$ cat src/rtl/button_debounce_edge.sv
// Active-low push-button front end: 2-flop synchroniser, press/release debounce,
// registered edge pulses and long-press auto-repeat.
module button_debounce_edge #(
  parameter int DEBOUNCE_CYCLES = 1_000_000,
  parameter int HOLD_CYCLES     = 50_000_000,
  parameter int REPEAT_CYCLES   = 10_000_000,
  parameter int CNT_W           = 26
) (
  input  logic clk,
  input  logic rst_n,
  input  logic button,
  output logic btn_level,
  output logic press_pulse,
  output logic release_pulse,
  output logic repeat_pulse,
  output logic long_press
);

  localparam logic [CNT_W-1:0] DEB_LAST  = CNT_W'(DEBOUNCE_CYCLES - 1);
  localparam logic [CNT_W-1:0] HOLD_LAST = CNT_W'(HOLD_CYCLES - 1);
  localparam logic [CNT_W-1:0] HOLD_MAX  = CNT_W'(HOLD_CYCLES);
  localparam logic [CNT_W-1:0] REP_LAST  = CNT_W'(REPEAT_CYCLES - 1);

  typedef enum logic [1:0] {
    IDLE         = 2'd0,
    PRESS_WAIT   = 2'd1,
    PRESSED      = 2'd2,
    RELEASE_WAIT = 2'd3
  } state_t;

  state_t           state, state_nx;
  logic             sync_a, sync_q, p;
  logic [CNT_W-1:0] dcnt, dcnt_nx;
  logic [CNT_W-1:0] hcnt, hcnt_nx;
  logic [CNT_W-1:0] rcnt, rcnt_nx;
  logic             level_nx, press_nx, release_nx, repeat_nx, long_nx;

  // Synchroniser idles at 1 so a reset reads as "released".
  always_ff @(posedge clk or negedge rst_n) begin
    if (!rst_n) begin
      sync_a <= 1'b1;
      sync_q <= 1'b1;
    end else begin
      sync_a <= button;
      sync_q <= sync_a;
    end
  end

  assign p = ~sync_q;

  always_ff @(posedge clk or negedge rst_n) begin
    if (!rst_n) begin
      state         <= IDLE;
      dcnt          <= '0;
      hcnt          <= '0;
      rcnt          <= '0;
      btn_level     <= 1'b0;
      press_pulse   <= 1'b0;
      release_pulse <= 1'b0;
      repeat_pulse  <= 1'b0;
      long_press    <= 1'b0;
    end else begin
      state         <= state_nx;
      dcnt          <= dcnt_nx;
      hcnt          <= hcnt_nx;
      rcnt          <= rcnt_nx;
      btn_level     <= level_nx;
      press_pulse   <= press_nx;
      release_pulse <= release_nx;
      repeat_pulse  <= repeat_nx;
      long_press    <= long_nx;
    end
  end

  always_comb begin
    state_nx   = state;
    dcnt_nx    = dcnt;
    hcnt_nx    = hcnt;
    rcnt_nx    = rcnt;
    long_nx    = long_press;
    press_nx   = 1'b0;
    release_nx = 1'b0;
    repeat_nx  = 1'b0;

    case (state)
      IDLE: begin
        if (p) begin
          state_nx = PRESS_WAIT;
          dcnt_nx  = '0;
        end
      end

      PRESS_WAIT: begin
        if (!p) begin
          state_nx = IDLE;
          dcnt_nx  = '0;
        end else if (dcnt == DEB_LAST) begin
          state_nx = PRESSED;
          dcnt_nx  = '0;
          hcnt_nx  = '0;
          rcnt_nx  = '0;
          press_nx = 1'b1;
        end else begin
          dcnt_nx = dcnt + 1'b1;
        end
      end

      PRESSED: begin
        // hcnt saturates at HOLD; from then on rcnt paces the repeats.
        if (hcnt == HOLD_LAST) begin
          hcnt_nx   = HOLD_MAX;
          rcnt_nx   = '0;
          repeat_nx = 1'b1;
          long_nx   = 1'b1;
        end else if (hcnt == HOLD_MAX) begin
          if (rcnt == REP_LAST) begin
            rcnt_nx   = '0;
            repeat_nx = 1'b1;
          end else begin
            rcnt_nx = rcnt + 1'b1;
          end
        end else begin
          hcnt_nx = hcnt + 1'b1;
        end
        if (!p) begin
          state_nx = RELEASE_WAIT;
          dcnt_nx  = '0;
        end
      end

      RELEASE_WAIT: begin
        if (p) begin
          state_nx = PRESSED;
          dcnt_nx  = '0;
        end else if (dcnt == DEB_LAST) begin
          state_nx   = IDLE;
          dcnt_nx    = '0;
          hcnt_nx    = '0;
          rcnt_nx    = '0;
          long_nx    = 1'b0;
          release_nx = 1'b1;
        end else begin
          dcnt_nx = dcnt + 1'b1;
        end
      end

      default: begin
        state_nx = IDLE;
        dcnt_nx  = '0;
        hcnt_nx  = '0;
        rcnt_nx  = '0;
        long_nx  = 1'b0;
      end
    endcase

    level_nx = (state_nx == PRESSED) || (state_nx == RELEASE_WAIT);
  end

endmodule
$ cat config.mk
export PLATFORM = sky130hd
export DESIGN_NAME = button_debounce_edge
export DESIGN_NICKNAME = d
export VERILOG_FILES = /design/src/rtl/button_debounce_edge.sv
export SDC_FILE = /design/constraint.sdc
export NUM_CORES = 1
export LEC_CHECK = 0
export CORE_MARGIN = 10
export CORE_UTILIZATION = 50
export CTS_BUF_LIST = sky130_fd_sc_hd__clkbuf_8
export DETAILED_ROUTE_END_ITERATION = 10
export PLACE_DENSITY = 0.77
export SLEW_MARGIN = 0
export SYNTH_ARGS = -nofsm -noshare
export SYNTH_HDL_FRONTEND = slang
export SYNTH_SLANG_ARGS = --single-unit
$ cat constraint.sdc
create_clock -name clk -period 6.1 [get_ports clk]
set_input_delay 1.22 -clock clk [delete_from_list [all_inputs] [get_ports clk]]
set_output_delay 1.22 -clock clk [all_outputs]
set_load 0.02 [all_outputs]
Sequential cells coloured by netlist name:
Other sequential cells in the stronger grey, the rest of the logic in the fainter grey.
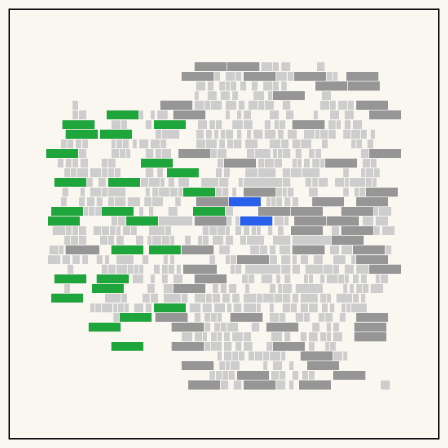
legend:
  `dcnt`:
    colour: green
    placed_flops: 26
  `state`:
    colour: blue
    placed_flops: 2
final core occ: 0.553
sequential power: 0.582 mW
register area: 2180 µm²
flop share of the area: 0.401

Routed metal per tile:
The die is cut into 24 by 24 equal tiles; dark blue is low, red is high, scaled to the fullest tile. Values are wire area over tile area, all layers added.
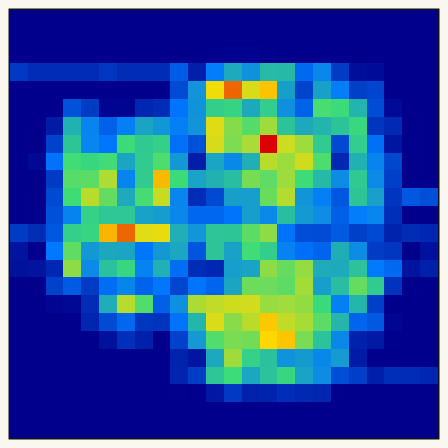
nearly empty tiles: 40%
tiles over half the peak: 14%
fullest tile: 0.65
densest ninth of the die: centre
mean over tiles: 0.13
emptiest ninth of the die: lower left

==> job_summary.md <==
### Flow metrics

| Metric | Value |
|---|---|
| Port-buffer cells | 7 |
| Max layer used | met4 |
| Worst hold slack | 0.378 ns |
| Largest fanout on the critical path | 27 |
| Post-synth EDFFs | 0 |
| Clock buffer depth | 2 |
| Total core area | 9820 µm² |
| Final cell count without fillers | 718 |
| Post-CTS Hold Fix Bufs | 0 |
| Clock H-tree levels | 3 |
| Netlist cell types | 53 |
| Critical path startpoint | hcnt[0]$_DFFE_PN0P_ |
| Adder-cell share of the synthesized area | 0.00987 |
| Layout cells sized above 1 | 0.0667 |
| CP arrival | 3.35 ns |
| Routed length per instance | 16.9 µm |
| Fmax | ~0.32 GHz |
| Max incr delay on CP | 0.57 ns |
| DPL Wire Length | 8.20 mm |
| DRC Markers | 0 |
| Initial antenna violation count | 0 |
| Lkg Pwr | 2.09 nW |
| Setup crit end | rcnt[2]$_DFFE_PN0P_ |
| Min-Delay Endpoint | sync_q$_DFF_PN1_ |
| Placer Congestion | 0.915 |
| Core Rows | 36 |
| Largest net degree at the start of global routing | 88 |
| CP Launch Type | flip-flop |
| Max-cap viol count | 0 |
| Total power | around 1.1 mW |
| CP top delay family | simple AND/OR/NAND/NOR gates |
| Hold path start | sync_a$_DFF_PN1_ |
| Boundary Pins | 8 |
| M3 GR Usage | 0.0293 |
| Die y size | 121 µm |
| Cell depth of the worst flop-to-flop path | 8 |
| Top cells excl fill/tap | 87 x o21ai_0, 85 x dfrtp_1, 52 x nand2_1, 36 x nand3_1, 35 x nor2_1 |
| Antenna Violating Nets Remaining | 0 |
| Ys Warns | 0 |
| Cycle use final | 0.510 |
| Commonest Layout Cell | o21ai_0 |
| Top cell area share | 0.419 |
| Post-CTS setup buffers | 0 |
| Post-synthesis register bit count | 87 |
| Tot GR Track Use | 0.166 |
| Max Slew Vio Count | 0 |
| Biggest regs | dcnt: 26 flops, hcnt: 26 flops, rcnt: 26 flops |
| Crit-path cells | ha_1 > nand2_1 > or4b_4 > o31ai_4 > buf_4 > nor2_1 > nand2b_1 > o21ai_1 |
| Outcome | finished clean |
| Dominant flop cell | dfrtp_1 |
| Req. time, crit path | 6.34 ns |
| Net Count, Synth | 598 |
| Final setup viols | 0 |
| Max VDD drop | 156 µV |
| Clk_skew | 0.0148 ns |
| Max_slew headroom | 0.195 |
| Logic family by area | simple AND/OR/NAND/NOR gates |
| GR Util met2 | 0.271 |
| Insertion Delay late pin | 0.37 ns |
| Simple-gate share of the synthesized area | 0.273 |
| Number of CTS-inserted buffers | 9 |
| Yosys Chip Area | 5070 µm² |
| Reg2Reg Setup Slack | 2.99 ns |
| CTS tree | yes |
| Ys async rst share | 1.00 |
| MUX share of area | 0.00197 |
| Clk sinks | 87 |
| Worst min-delay path category | flip-flop to flip-flop |
| Routed wire length | 12.1 mm |
| GRT Residual Overflow | 0 |
| Log Warnings | 27 |
| Met1 WL | ~5.6 mm |
| RSZ-0062 raised after global routing | no |
| Crit Path Category | flip-flop to flip-flop |
| Element type at the critical path end | flip-flop |
| First-pass GRT wire length | approximately 21 mm |
| Layout overhead on the synthesized area | 7.11% |
| Post-synthesis cell count | 591 |
| Fin crit period | 3.11 ns |
| WP depth | 8 |
| Antenna fix cells | 0 |
| Metal3 WL | 652 µm |
| Met1 GRT Util | 0.222 |
| Mean area per synthesized cell | 8.58 µm² |
| Cells after DPL | 702 |
| Starting Density | 0.516 |
| Via density per instance | between 6 and 7 |
| Met2 wire length | between 5 and 6 mm |
| Area leader, netlist | dfrtp_1 |
| Vias in the first global route | 4262 |
| Most Crowded Layer GR | met2 |
| Pre-Repair DR Iteration Count | 5 |
| Most frequent cells after synthesis | 87 x o21ai_0, 85 x dfrtp_1, 52 x nand2_1 |
| Worst r2r src | hcnt[0]$_DFFE_PN0P_ |
| CTS clk-pin slew, worst paths | 0.10 ns |
Metal layers overlaid:
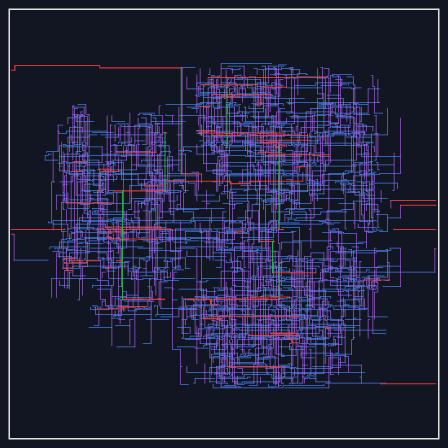
legend:
  M2:
    colour: purple
    wire_length: 5710 µm
  M4:
    colour: green
    wire_length: 160 µm
  M3:
    colour: red
    wire_length: 652 µm
  M1:
    colour: blue
    wire_length: 5610 µm

Logic cells by family:
The bar under the picture is 20 µm long.
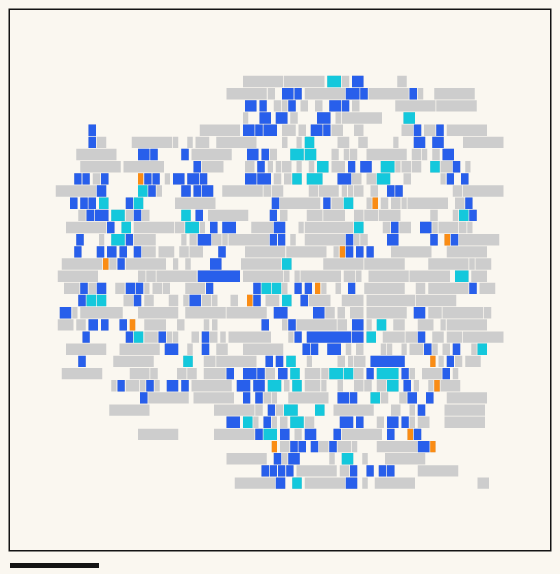
legend:
  inv cells:
    colour: orange
    cells: 13
  and/or cells:
    colour: cyan
    cells: 50
  aoi and oai cells:
    colour: blue
    cells: 193

final cells by class:
type                       count  area, µm²
clock inverter                 7        103
sequential                    87       2180
fill                         928       4390
timing repair buffer          12        105
multi-input combinational    457       2710
tap                          133        166
clock buffer                   9        124
inverter                      13       48.8
per-stage QoR:
stage	utilization	setup slack [ns]	instance area, µm²
2_1_floorplan	-	3.81	5070
3_3_place_gp	0.530	3.13	5200
3_5_place_dp	0.530	3.02	5200
4_1_cts	0.553	3.00	5430
5_1_grt	0.553	2.72	5430
6_report	0.553	2.99	5430
where the power goes:
part	internal [mW]	switching (mW)
sequential	0.579	0.00280
clock	0.236	0.225
combinational	0.00617	0.0214
total	0.821	0.249
Power is estimated from default activity; no workload was simulated.
